$ cat config.mk
export PLATFORM = sky130hd
export DESIGN_NAME = mem_arbiter
export DESIGN_NICKNAME = d
export VERILOG_FILES = /design/src/rtl/mem_arbiter.sv
export SDC_FILE = /design/constraint.sdc
export NUM_CORES = 1
export LEC_CHECK = 0
export CAP_MARGIN = 20
export CORE_MARGIN = 4
export CORE_UTILIZATION = 30
export CTS_BUF_LIST = sky130_fd_sc_hd__clkbuf_4 sky130_fd_sc_hd__clkbuf_8
export DETAILED_ROUTE_END_ITERATION = 8
export MAX_ROUTING_LAYER = met4
export PLACE_DENSITY_LB_ADDON = 0.3
export SYNTH_ARGS = -nofsm -noshare
export SYNTH_HDL_FRONTEND = slang
export SYNTH_SLANG_ARGS = --single-unit
$ cat constraint.sdc
create_clock -name clk -period 1.8 [get_ports clk]
set_clock_uncertainty 0.2 [all_clocks]
set_input_delay 0.36 -clock clk [delete_from_list [all_inputs] [get_ports clk]]
set_output_delay 0.36 -clock clk [all_outputs]
set_load 0.02 [all_outputs]
$ cat src/rtl/mem_arbiter.sv
// -----------------------------------------------------------------------------
// mem_arbiter
//   Shares the single instruction/data memory port between the instruction
//   fetch requester and the load/store requester. One transaction is
//   outstanding at a time: a winner is granted in IDLE, its request is held on
//   the memory port until accepted (REQ), then the response is waited for and
//   routed back to the owner as a one-cycle pulse (RSP).
//
//   Address and data are the CPU's 32-bit address and data words.
//
// Parameters
//   DATA_PRIORITY  1: load/store always wins contention
//                  0: round-robin between fetch and load/store
//
// Ports
//   clk, rst                       clock, synchronous active-high reset
//   if_req_valid/addr/ready        fetch request handshake
//   if_flush                       discard any in-flight fetch response
//   if_rsp_valid/data              fetch response (one-cycle pulse)
//   d_req_valid/addr/we/wdata/be   load/store request
//   d_req_ready                    load/store request accepted
//   d_rsp_valid/data               load data or store ack (data 0 for stores)
//   mem_valid/addr/we/wdata/be     memory request, held stable until mem_ready
//   mem_ready                      memory accepts the request
//   mem_rsp_valid/data             memory response
// -----------------------------------------------------------------------------
module mem_arbiter #(
    parameter bit DATA_PRIORITY = 1'b1
) (
    input  logic        clk,
    input  logic        rst,
    input  logic        if_req_valid,
    input  logic [31:0] if_req_addr,
    output logic        if_req_ready,
    input  logic        if_flush,
    output logic        if_rsp_valid,
    output logic [31:0] if_rsp_data,
    input  logic        d_req_valid,
    input  logic [31:0] d_req_addr,
    input  logic        d_req_we,
    input  logic [31:0] d_req_wdata,
    input  logic [3:0]  d_req_be,
    output logic        d_req_ready,
    output logic        d_rsp_valid,
    output logic [31:0] d_rsp_data,
    output logic        mem_valid,
    output logic [31:0] mem_addr,
    output logic        mem_we,
    output logic [31:0] mem_wdata,
    output logic [3:0]  mem_be,
    input  logic        mem_ready,
    input  logic        mem_rsp_valid,
    input  logic [31:0] mem_rsp_data
);

    typedef enum logic [1:0] {
        IDLE = 2'd0,
        REQ  = 2'd1,
        RSP  = 2'd2
    } state_t;

    state_t      state_reg;
    logic        owner_d_reg;     // 1 = load/store owns the transaction
    logic        rr_d_reg;        // 1 = data is favoured on the next contention
    logic        drop_reg;        // suppress the fetch response of this transaction
    logic        mem_valid_reg;
    logic [31:0] addr_reg;
    logic        we_reg;
    logic [31:0] wdata_reg;
    logic [3:0]  be_reg;
    logic        if_rsp_valid_reg;
    logic [31:0] if_rsp_data_reg;
    logic        d_rsp_valid_reg;
    logic [31:0] d_rsp_data_reg;

    logic        grant_if;
    logic        grant_d;

    // Grant is combinational so the requester sees ready in the same cycle it
    // presents valid; held low while in reset so nothing is accepted then.
    always_comb begin
        grant_if = 1'b0;
        grant_d  = 1'b0;
        if (!rst && state_reg == IDLE) begin
            if (if_req_valid && d_req_valid) begin
                if (DATA_PRIORITY || rr_d_reg) begin
                    grant_d = 1'b1;
                end else begin
                    grant_if = 1'b1;
                end
            end else if (if_req_valid) begin
                grant_if = 1'b1;
            end else if (d_req_valid) begin
                grant_d = 1'b1;
            end
        end
    end

    always_ff @(posedge clk) begin
        if (rst) begin
            state_reg        <= IDLE;
            owner_d_reg      <= 1'b0;
            rr_d_reg         <= 1'b0;
            drop_reg         <= 1'b0;
            mem_valid_reg    <= 1'b0;
            addr_reg         <= '0;
            we_reg           <= 1'b0;
            wdata_reg        <= '0;
            be_reg           <= '0;
            if_rsp_valid_reg <= 1'b0;
            if_rsp_data_reg  <= '0;
            d_rsp_valid_reg  <= 1'b0;
            d_rsp_data_reg   <= '0;
        end else begin
            // Response valids are single-cycle pulses; data holds.
            if_rsp_valid_reg <= 1'b0;
            d_rsp_valid_reg  <= 1'b0;
            case (state_reg)
                IDLE: begin
                    if (grant_if || grant_d) begin
                        state_reg     <= REQ;
                        mem_valid_reg <= 1'b1;
                        owner_d_reg   <= grant_d;
                        addr_reg      <= grant_d ? d_req_addr : if_req_addr;
                        we_reg        <= grant_d & d_req_we;
                        wdata_reg     <= grant_d ? d_req_wdata : 32'h0;
                        be_reg        <= grant_d ? d_req_be : 4'hF;
                        // Favour whoever was not granted this time.
                        rr_d_reg      <= grant_if;
                        drop_reg      <= 1'b0;
                    end
                end
                REQ: begin
                    if (!owner_d_reg && if_flush) begin
                        drop_reg <= 1'b1;
                    end
                    if (mem_ready) begin
                        mem_valid_reg <= 1'b0;
                        state_reg     <= RSP;
                    end
                end
                RSP: begin
                    if (!owner_d_reg && if_flush) begin
                        drop_reg <= 1'b1;
                    end
                    if (mem_rsp_valid) begin
                        state_reg <= IDLE;
                        drop_reg  <= 1'b0;
                        if (owner_d_reg) begin
                            d_rsp_valid_reg <= 1'b1;
                            d_rsp_data_reg  <= we_reg ? 32'h0 : mem_rsp_data;
                        end else if (!drop_reg && !if_flush) begin
                            // A flush arriving with the response also drops it.
                            if_rsp_valid_reg <= 1'b1;
                            if_rsp_data_reg  <= mem_rsp_data;
                        end
                    end
                end
                default: begin
                    state_reg <= IDLE;
                end
            endcase
        end
    end

    assign if_req_ready = grant_if;
    assign d_req_ready  = grant_d;
    assign if_rsp_valid = if_rsp_valid_reg;
    assign if_rsp_data  = if_rsp_data_reg;
    assign d_rsp_valid  = d_rsp_valid_reg;
    assign d_rsp_data   = d_rsp_data_reg;
    assign mem_valid    = mem_valid_reg;
    assign mem_addr     = addr_reg;
    assign mem_we       = we_reg;
    assign mem_wdata    = wdata_reg;
    assign mem_be       = be_reg;

endmodule

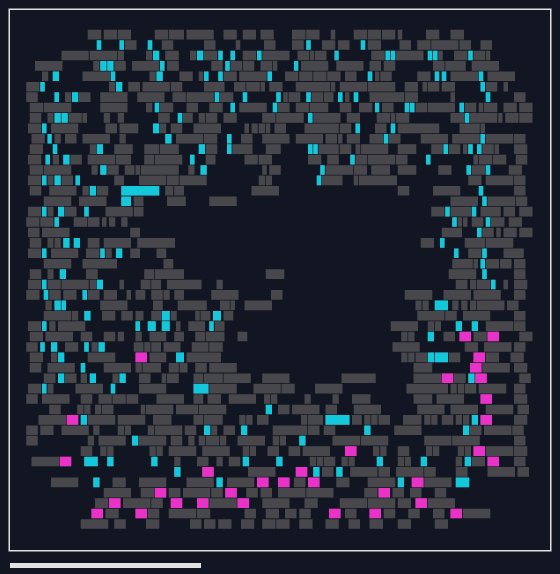
Run 1: selected gate families
Scale bar: 50 um.
magenta -> AND-OR and OR-AND gates  # cells 33, most used a22o_1
cyan -> NAND gates  # cells 172, most used nand2_1, where spread over the die
Finished Layout Cells: 1130
Comb area share: 0.262

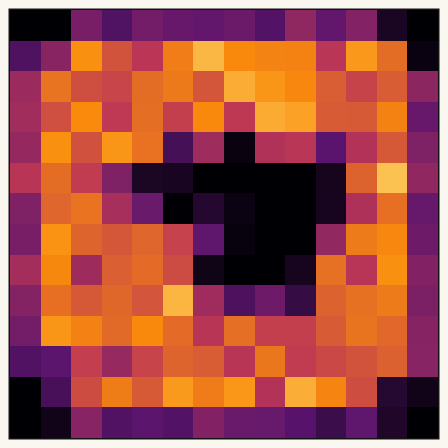
Run 1: cell area per tile
The die is cut into 14 by 14 equal tiles; black is low, pale yellow is high, 0 to 100% covered.
emptiest ninth of the die = middle
fullest tile = 87%
tiles over 75% full = 8.7%
nearly empty tiles = 8.7%
final core occ: 0.525
core area: 17300 um^2

==> impl_metrics.json, run 1 <==
{
  "status": "finished, violations left",
  "violations": "negative setup slack",
  "ys_ff": 140,
  "relSlewSlack": 0.427,
  "edf_count": 0,
  "ys_area_um2": 5310,
  "htreeDepth": 4,
  "min_period_ns": 1.88,
  "clkbuf_count": 19,
  "yosysWarningCount": 0,
  "fp_util": 0.307,
  "arrival_ns": 1.32,
  "postSynthSeqShare": 0.528,
  "finalPower_mw": 8.28,
  "cp-start-kind": "register",
  "pre_cts_ws_ns": -0.598,
  "hold_start": "rst",
  "fin_hold_ws_ns": 0.120,
  "final.setup.worst_slack_ns": -0.0798,
  "grt_max_degree": 71,
  "inv_count": 7,
  "buf_share": 0.352,
  "ant_nets": 0,
  "n_all_buffers": 322,
  "seq_share": 0.309,
  "rsz0062_at_grt": "yes",
  "common_cells": "dfxtp_1, nand2_1, a21oi_1, nand3_1, nor2_1",
  "cts_hold_buf": 0,
  "pwr-share-comb": 0.271,
  "cts_max_path_buffers": 2,
  "fillCellCount": 1660,
  "first_iter_violations": 217,
  "gp_congestion": 0.784,
  "hold_depth": 3,
  "grt_pass1_vias": 5352,
  "crit_start": "state_reg[0]",
  "syn_inst": 610,
  "antenna_cells": 0,
  "ff_count": 140,
  "syn_area_um2": 5310,
  "cts_buffers": 17,
  "cp-endpoint": "if_req_ready",
  "tritoncts": "done",
  "hold_viol": 0,
  "num_rows": 48,
  "max-cap-violations": 0,
  "place_area_um2": 8420,
  "drtPass1Iterations": 5,
  "swShare": 0.315,
  "dpl.hpwl_mm": 12.2,
  "worstReg2RegEnd": "mem_addr[6]",
  "reg2reg_setup_slack_ns": 0.02,
  "ys_async_sr_fraction": 0,
  "largestClassByArea": "buffers",
  "tool_warnings": 33,
  "vias": 5622,
  "power_switching_mw": 2.61,
  "die_y_um": 141,
  "routedWlPerCell_um": 17.2,
  "die_w_um": 141,
  "internal-power_mw": 5.67,
  "ff2ff_path_depth": 8,
  "detail_route.wirelength_mm": 19.4,
  "min_to": "if_rsp_data[26]",
  "period_used_share": 1.04,
  "clkPwrFrac": 0.311,
  "finalSetupViolCount": 2,
  "r2r_start": "state_reg[0]",
  "antenna_found_initial": 0,
  "clock.fmax_mhz": 532,
  "top_cell": "dfxtp_1",
  "syn_to_final_growth_pct": 71.0,
  "ir_worst_vdd_mv": 0.482,
  "route.detailed.drc": 0,
  "holdCritPathClass": "input port to register",
  "critical_path_class": "register to primary output",
  "layout-drive-gt1-share": 0.125,
  "cts.sinks": 140,
  "yosys_most_used_dff": "dfxtp_1",
  "critPathCaptureType": "primary output",
  "clk_pin_slew_worst_paths_ns": 0.09,
  "seq_area_um2": 2810,
  "yosysUniqueCellTypes": 33,
  "dp.cells": 1083,
  "ys_cells": 610,
  "well_tap_count": 225
}
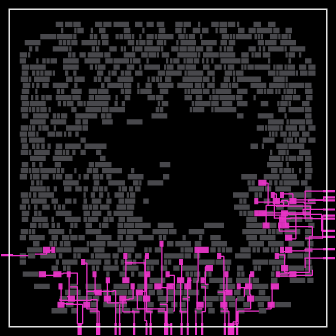
Run 1: port wiring
magenta -> mem_rsp_data  # bits 32, direction input, edge 21 bottom, 10 right, 1 left, end cells 64, wire 1150 um
I/O Buffers: 277
IO Pins: 278

run 1: critical path: stages, from the launching register on:
cell	delay [ns]
dfxtp_2	0.33
inv_2	0.08
ha_4	0.16
nand4bb_4	0.13
inv_4	0.08
buf_6	0.11
run 1: routing by layer:
metal | up-vias | global-route usage | share of wire
met1 | 2648 | 0.228 | 0.45
met4 | 0 | 0.0714 | 0.025
met3 | 35 | 0.0468 | 0.060
li1 | 2732 | - | -
met2 | 207 | 0.275 | 0.47
met5 | - | - | 0
run 1: metrics by stage:
stage	util	TNS, ns
floorplan	-	0
global placement	0.487	-32.07
detailed placement	0.487	-34.51
CTS	0.506	-0.286
global route	0.525	-0.604
finish	0.525	-0.154
run 1: power groups by stage:
| stage | registers [mW] | logic [mW] | clock network [mW] |
|---|---|---|---|
| 2_1_floorplan | 3.80 | 0.759 | 0 |
| 3_3_place_gp | 3.53 | 2.12 | 0 |
| 3_5_place_dp | 3.53 | 2.13 | 0 |
| 4_1_cts | 3.46 | 2.10 | 2.64 |
| 5_1_grt | 3.49 | 2.41 | 2.78 |
| 6_report | 3.46 | 2.24 | 2.57 |
run 1: kinds of logic after synthesis:
logic type	Yosys count	share of synthesized area
compound gates	174	0.214
flops	140	0.528
simple gates	225	0.187
buf+inv	65	0.0579
fa+ha+maj	6	0.0141
run 1: cells in the final DEF (no fill, tap or decap), types with 9 or more instances in the layout:
cell type and n:
o21ai_0 25, nand3_1 60, nor2_1 38, nand2_1 99
clkdlybuf4s50_1 138, clkbuf_8 18, a311oi_2 12, dlygate4sd2_1 135
nor3_1 9, a21oi_1 67, a22o_1 32, a311oi_1 20
buf_4 27, dfxtp_1 138
run 1: repair_timing:
item	CTS	global route
setup endpoints to repair	208	127
pin swaps	2	11
resized	164	32
gates cloned	1	8
setup buffers	2	6
Run 1, cell outlines without signal wires:
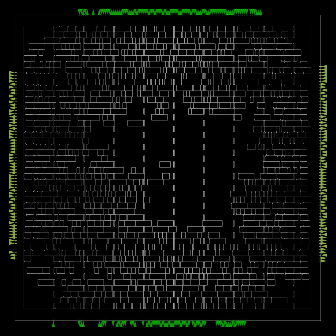

## Run 2: what changed since run 1
--- a/config.mk
+++ b/config.mk
@@ -10,6 +10,7 @@
 export CORE_UTILIZATION = 30
 export CTS_BUF_LIST = sky130_fd_sc_hd__clkbuf_4 sky130_fd_sc_hd__clkbuf_8
 export DETAILED_ROUTE_END_ITERATION = 8
+export DONT_BUFFER_PORTS = 1
 export MAX_ROUTING_LAYER = met4
 export PLACE_DENSITY_LB_ADDON = 0.3
 export SYNTH_ARGS = -nofsm -noshare
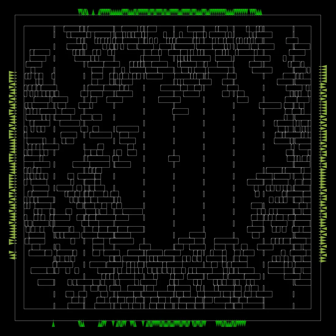
Run 2: cell outlines without signal wires
row count: 48
Seq cells: 140

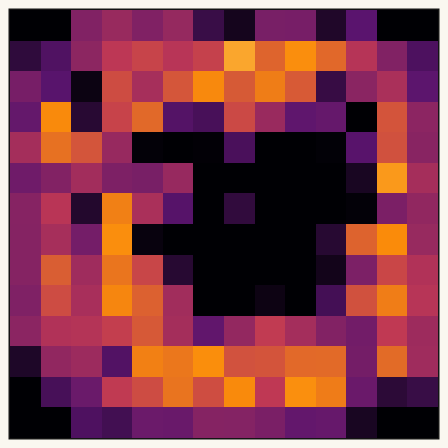
Run 2: cell area per tile
The die is cut into 14 by 14 equal tiles; black is low, pale yellow is high, 0 to 100% covered.
nearly empty tiles = 19%
tiles over 75% full = 3.1%
fullest tile = 81%
mean over tiles = 34%
emptiest ninth of the die = middle
final core occ: 0.402
Initial Util: 0.307

==> run 2 against run 1 <==
The flow finishes with violations (negative hold slack, negative setup slack). Sequential share of layout area increased by 9.5 points. Non-clock buffer count down 245. Clock power increased by 3%. Cell area decreased by 23%. First-iteration DRC count up 31%. Critical path type unchanged. Largest power group unchanged. Via count down 13%. Fmax shrank 0.51%. Highest routed layer unchanged. Sequential power grew about 10%. Power shrank 4.9%. Area after synthesis unchanged.
==> impl_metrics.json, run 2 <==
{
  "status": "finished, violations left",
  "violations": "negative hold slack, negative setup slack",
  "detail_route.wirelength_mm": 17.7,
  "mostFrequentLayoutCells": "dfxtp_1, nand2_1, a21oi_1",
  "ant_nets": 0,
  "worst-endpoint-required_ns": 1.24,
  "tns_ns": -0.178,
  "clk_pin_slew_worst_paths_ns": 0.08,
  "period_used_share": 1.05,
  "rsz0062_at_grt": "yes",
  "arrival_ns": 1.33,
  "fin_hold_ws_ns": -0.197,
  "ys_cells": 610,
  "fillCellCount": 1747,
  "r2r_start": "state_reg[0]",
  "max-cap-violations": 0,
  "routed_via_density": 5.50,
  "gp_congestion": 0.793,
  "top_cell": "dfxtp_1",
  "cts.sinks": 140,
  "cp-start-kind": "register",
  "dp.cells": 797,
  "final_cells": 886,
  "hold_start": "rst",
  "syn_inst": 610,
  "syn_to_final_growth_pct": 30.9,
  "place_area_um2": 5590,
  "yosys_most_used_dff": "dfxtp_1",
  "layout-drive-gt1-share": 0.175,
  "io_pins": 278,
  "tritoncts": "done",
  "min_period_ns": 1.89,
  "grt_pass1_vias": 4658,
  "cts_max_path_buffers": 2,
  "cts_resized": 10,
  "cts_hold_buf": 34,
  "clock.fmax_mhz": 529,
  "tool_warnings": 37,
  "grt_max_degree": 112,
  "first_iter_violations": 285,
  "io_buffers": 0,
  "die_y_um": 141,
  "antenna_cells": 0,
  "antenna_found_initial": 0,
  "post_cts_buffers": 6,
  "min_to": "mem_addr[29]",
  "globalRouteOverflowTotal": 0,
  "final.setup.worst_slack_ns": -0.0894,
  "fp_nets": 756,
  "relSlewSlack": 0.772,
  "finalSetupViolCount": 2,
  "syn_area_um2": 5310,
  "layout_top_cell": "dfxtp_1",
  "fp.coreArea_um2": 17300,
  "yosysUniqueCellTypes": 33,
  "drtPass1Iterations": 5,
  "hold_viol": 106,
  "dpl.hpwl_mm": 10.8,
  "edf_count": 0,
  "ff2ff_path_depth": 9,
  "top_area_frac": 0.528,
  "ys_area_um2": 5310,
  "holdCritPathClass": "input port to register",
  "route.detailed.drc": 0,
  "critical_path_class": "register to primary output",
  "critPathCaptureType": "primary output",
  "ys_ff": 140,
  "reg2reg_setup_slack_ns": 0.04,
  "die_w_um": 141,
  "common_cells": "dfxtp_1, nand2_1, a21oi_1, nand3_1, nor2_1",
  "worstReg2RegEnd": "mem_addr[9]",
  "postSynthSeqShare": 0.528,
  "routedWlPerCell_um": 20.0,
  "ir_worst_vdd_mv": 0.529,
  "ys_async_sr_fraction": 0,
  "htreeDepth": 4,
  "nets": 794,
  "finalPower_mw": 7.87,
  "cts_buffers": 17,
  "pre_cts_ws_ns": -0.00392,
  "hold_depth": 1,
  "yosysWarningCount": 0,
  "tightest_slew_ns": 0.341,
  "vias": 4871
}
run 2: netlist changes by cell type in the layout (fill, tap and decap cells not counted), sizes merged, moves of 2 or more:
cell	delta
buf	-7
clkdlybuf4s50	-138
clkinv	-2
dlygate4sd2	-135
dlygate4sd3	+34
inv	+2
run 2: where the power goes:
part | switching [mW] | total [mW] | internal (mW)
Combinational | 0.746 | 1.41 | 0.669
Sequential | 0.464 | 3.81 | 3.34
Clock | 1.33 | 2.65 | 1.32
Total | 2.54 | 7.87 | 5.33
run 2: kinds of logic (layout without fill, tap and decap cells):
group,Yosys count,count (layout),synth area share
compound gates,174,174,0.214
fa+ha+maj,6,6,0.0141
buf+inv,65,116,0.0579
flops,140,140,0.528
simple gates,225,225,0.187
run 2: worst max-delay path, cell delays in order, from the launching register on:
cell and delay (ns):
dfxtp_2 0.33, inv_2 0.07, ha_4 0.15, nand3b_1 0.12, inv_2 0.10, buf_8 0.13
run 2: routing by layer:
metal | track usage | part of all wire
met2 | 0.265 | 0.49
met5 | - | 0
met4 | 0.0556 | 0.020
met3 | 0.0570 | 0.094
met1 | 0.178 | 0.39
run 2: how the worst max path moves through the flow:
stage	endpoint	startpoint	slack, ns
floorplan	mem_addr[10]	state_reg[0]	0.01
global placement	d_req_ready	state_reg[0]	0.03
detailed placement	mem_addr[21]	state_reg[0]	-0.004
CTS	d_req_ready	state_reg[0]	-0.16
global route	d_req_ready	state_reg[0]	-0.20
finish	d_req_ready	state_reg[0]	-0.09
run 2: layout make-up:
cell class                      instances  area, um^2  share of cell area
Inverter                                7        28.8             0.00414
Clock inverter                         13         155              0.0223
Clock buffer                           19         255              0.0367
Multi-Input combinational cell        405        2420               0.348
Tap cell                              225         282              0.0405
Sequential cell                       140        2810               0.403
Timing Repair Buffer                   77        1010               0.145
Run 2, M3 wires:
Scale bar: 50 um.
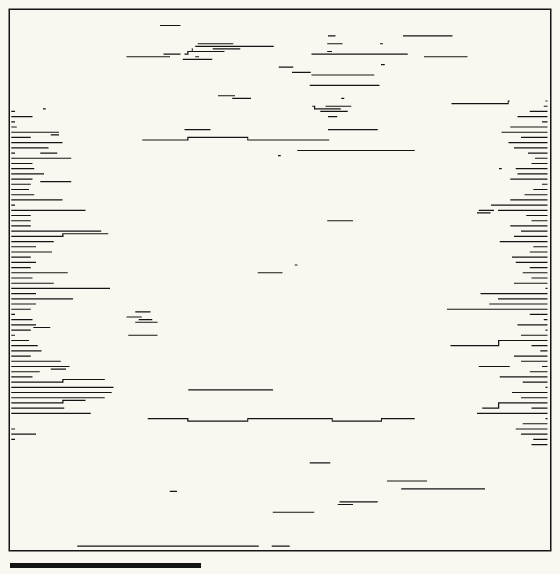

## Run 3: what changed since run 2
--- a/config.mk
+++ b/config.mk
@@ -5,6 +5,7 @@
 export SDC_FILE = /design/constraint.sdc
 export NUM_CORES = 1
 export LEC_CHECK = 0
+export ABC_AREA = 1
 export CAP_MARGIN = 20
 export CORE_MARGIN = 4
 export CORE_UTILIZATION = 30
@@ -13,6 +14,7 @@
 export DONT_BUFFER_PORTS = 1
 export MAX_ROUTING_LAYER = met4
 export PLACE_DENSITY_LB_ADDON = 0.3
+export SKIP_LAST_GASP = 1
 export SYNTH_ARGS = -nofsm -noshare
 export SYNTH_HDL_FRONTEND = slang
 export SYNTH_SLANG_ARGS = --single-unit
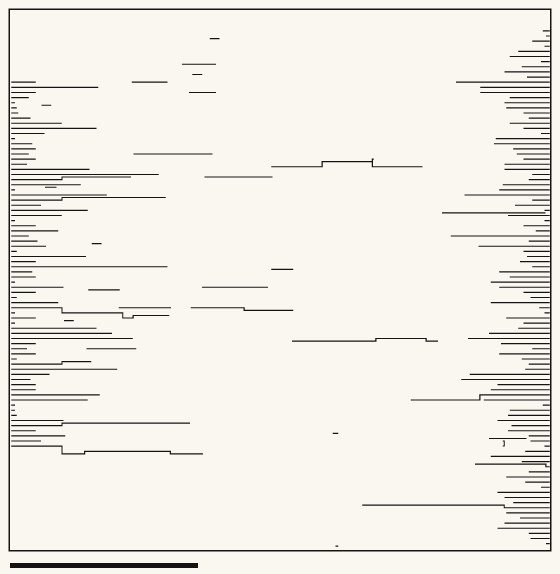
Run 3: M3 wires
Scale bar: 50 um.
main direction = horizontal
nets with wire on the layer = 184
longest straight run = 41.2 um
vias: 4978
routed wire length: 18.0 mm
met3 Use GR: 0.0797

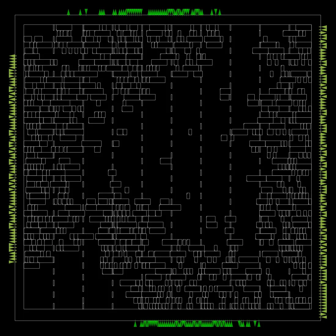
Run 3: cell outlines without signal wires
num tapcells: 229
fill count: 1884
core area: 18000 um^2
row count: 49

==> run 3 against run 2 <==
Highest routed layer unchanged. Power grew 7.1%. Global-route usage shrank 0.44 points. Utilization shrank 1.9 points. Via count grew 2.2%. Critical path type unchanged. Clock power shrank 5%. The run still ends with negative hold slack, negative setup slack left. Largest power group unchanged.
==> impl_metrics.json, run 3 <==
{
  "status": "finished, violations left",
  "violations": "negative hold slack, negative setup slack",
  "post_cts_buffers": 3,
  "mostFrequentLayoutCells": "nand2_1, dfxtp_1, nor2_1",
  "clk_pin_slew_worst_paths_ns": 0.09,
  "ys_cells": 754,
  "syn_to_final_growth_pct": 25.3,
  "cts_buffers": 17,
  "rsz0062_at_grt": "yes",
  "io_buffers": 0,
  "tightest_slew_ns": 0.384,
  "yosysWarningCount": 0,
  "common_cells": "nand2_1, dfxtp_1, nor2_1, nand3_1, a21oi_1",
  "fp_nets": 900,
  "cp-start-kind": "register",
  "relSlewSlack": 0.744,
  "wl_met1_mm": 7.11,
  "io_pins": 278,
  "hold_viol": 71,
  "yosysUniqueCellTypes": 19,
  "grt-busiest-layer": "met2",
  "grtUsageMet1": 0.172,
  "tritoncts": "done",
  "top_area_frac": 0.511,
  "fp_util": 0.305,
  "crit_top_cell": "inv_4",
  "die_y_um": 143,
  "r2r_start": "state_reg[0]",
  "cpPeakStageDelay_ns": 0.33,
  "gp_congestion": 0.759,
  "top_layer_used": "met4",
  "syn_inst": 754,
  "yosys_most_used_dff": "dfxtp_1",
  "wl_met3_mm": 2.22,
  "holdCritPathClass": "input port to register",
  "min_to": "mem_addr[11]",
  "finalSetupViolCount": 2,
  "ys_area_um2": 5490,
  "tool_warnings": 35,
  "path_cells": "inv_2 > ha_4 > inv_4 > nor2_4 > nand2_4 > inv_4",
  "worstReg2RegEnd": "owner_d_reg",
  "edf_count": 0,
  "postSynthSeqShare": 0.511,
  "die_w_um": 143,
  "grt_max_degree": 75,
  "layout_top_cell": "nand2_1",
  "ant_nets": 0,
  "reg2reg_setup_slack_ns": 0.02,
  "arrival_ns": 1.34,
  "cp_num_buf_inv": 3,
  "routedWlPerCell_um": 17.3,
  "cts_resized": 17,
  "route.detailed.drc": 0,
  "cts_hold_buf": 35,
  "first_iter_violations": 209,
  "fin_hold_ws_ns": -0.172,
  "cpMaxStageDelayCell": "dfxtp_2",
  "hold_start": "rst",
  "antenna_found_initial": 0,
  "routed_via_density": 4.80,
  "place_area_um2": 5780,
  "cts_max_path_buffers": 2,
  "min_period_ns": 1.90,
  "htreeDepth": 4,
  "ir_worst_vdd_mv": 0.741,
  "final_util": 0.383,
  "ys_ff": 140,
  "wl_met2_mm": 8.53,
  "final.setup.worst_slack_ns": -0.0952,
  "ff2ff_path_depth": 8,
  "antenna_cells": 0
}
[run 3: cell types whose count changed in the layout (fill, tap and decap cells not counted), moves of 6 or more]
cell	previous run	this run
inv_1	3	15
a311oi_2	13	0
a311oi_1	19	0
nor3_1	6	0
a22o_1	32	0
o21ai_1	3	9
nor2_1	38	82
nand2_1	89	266
[run 3: worst register-to-register path: cells and delay by family, from the launching register on]
kind	cells	cell delay, ns
buffers and inverters	4	0.72
DFF	1	0.33
and+or+nand+nor	3	0.25
adders and majority gates	1	0.17
[run 3: cells by family (layout without fill, tap and decap cells)]
group / Yosys count / count (layout) / synth area share
compound gates: 108 / 108 / 0.101
fa+ha+maj: 6 / 6 / 0.0137
flops: 140 / 140 / 0.511
buf+inv: 75 / 129 / 0.0659
simple gates: 425 / 425 / 0.309
[run 3: worst max path at each step]
stage	start	end	slack (ns)	cells after the start
after detailed placement	state_reg[1]	if_rsp_data[9]	0.02	10
after CTS	state_reg[0]	if_req_ready	-0.15	6
after floorplan	state_reg[0]	d_req_ready	0.09	6
after global routing	state_reg[0]	if_req_ready	-0.18	6
final	state_reg[0]	if_req_ready	-0.1	6
after global placement	state_reg[1]	if_rsp_data[4]	0.06	10
[run 3: layout make-up]
class	instances	area, um^2
fill	1884	11100
sequential	140	2810
multi-input combinational	539	2390
timing repair buffer	73	898
tap	229	287
clock buffer	17	234
clock inverter	15	156
inverter	24	105
[run 3: power breakdown]
part | switching, mW | internal, mW
logic | 1.02 | 0.797
clock network | 1.38 | 1.15
registers | 0.639 | 3.45
[run 3: through the flow]
step | setup TNS [ns] | std cells
3_5_place_dp | 0 | 956
4_1_cts | -0.303 | 1024
3_3_place_gp | 0 | 956
5_1_grt | -0.611 | 1037
6_report | -0.167 | 1037
2_1_floorplan | 0 | 754
No activity file was given, so power comes from the tool's default toggle rates.
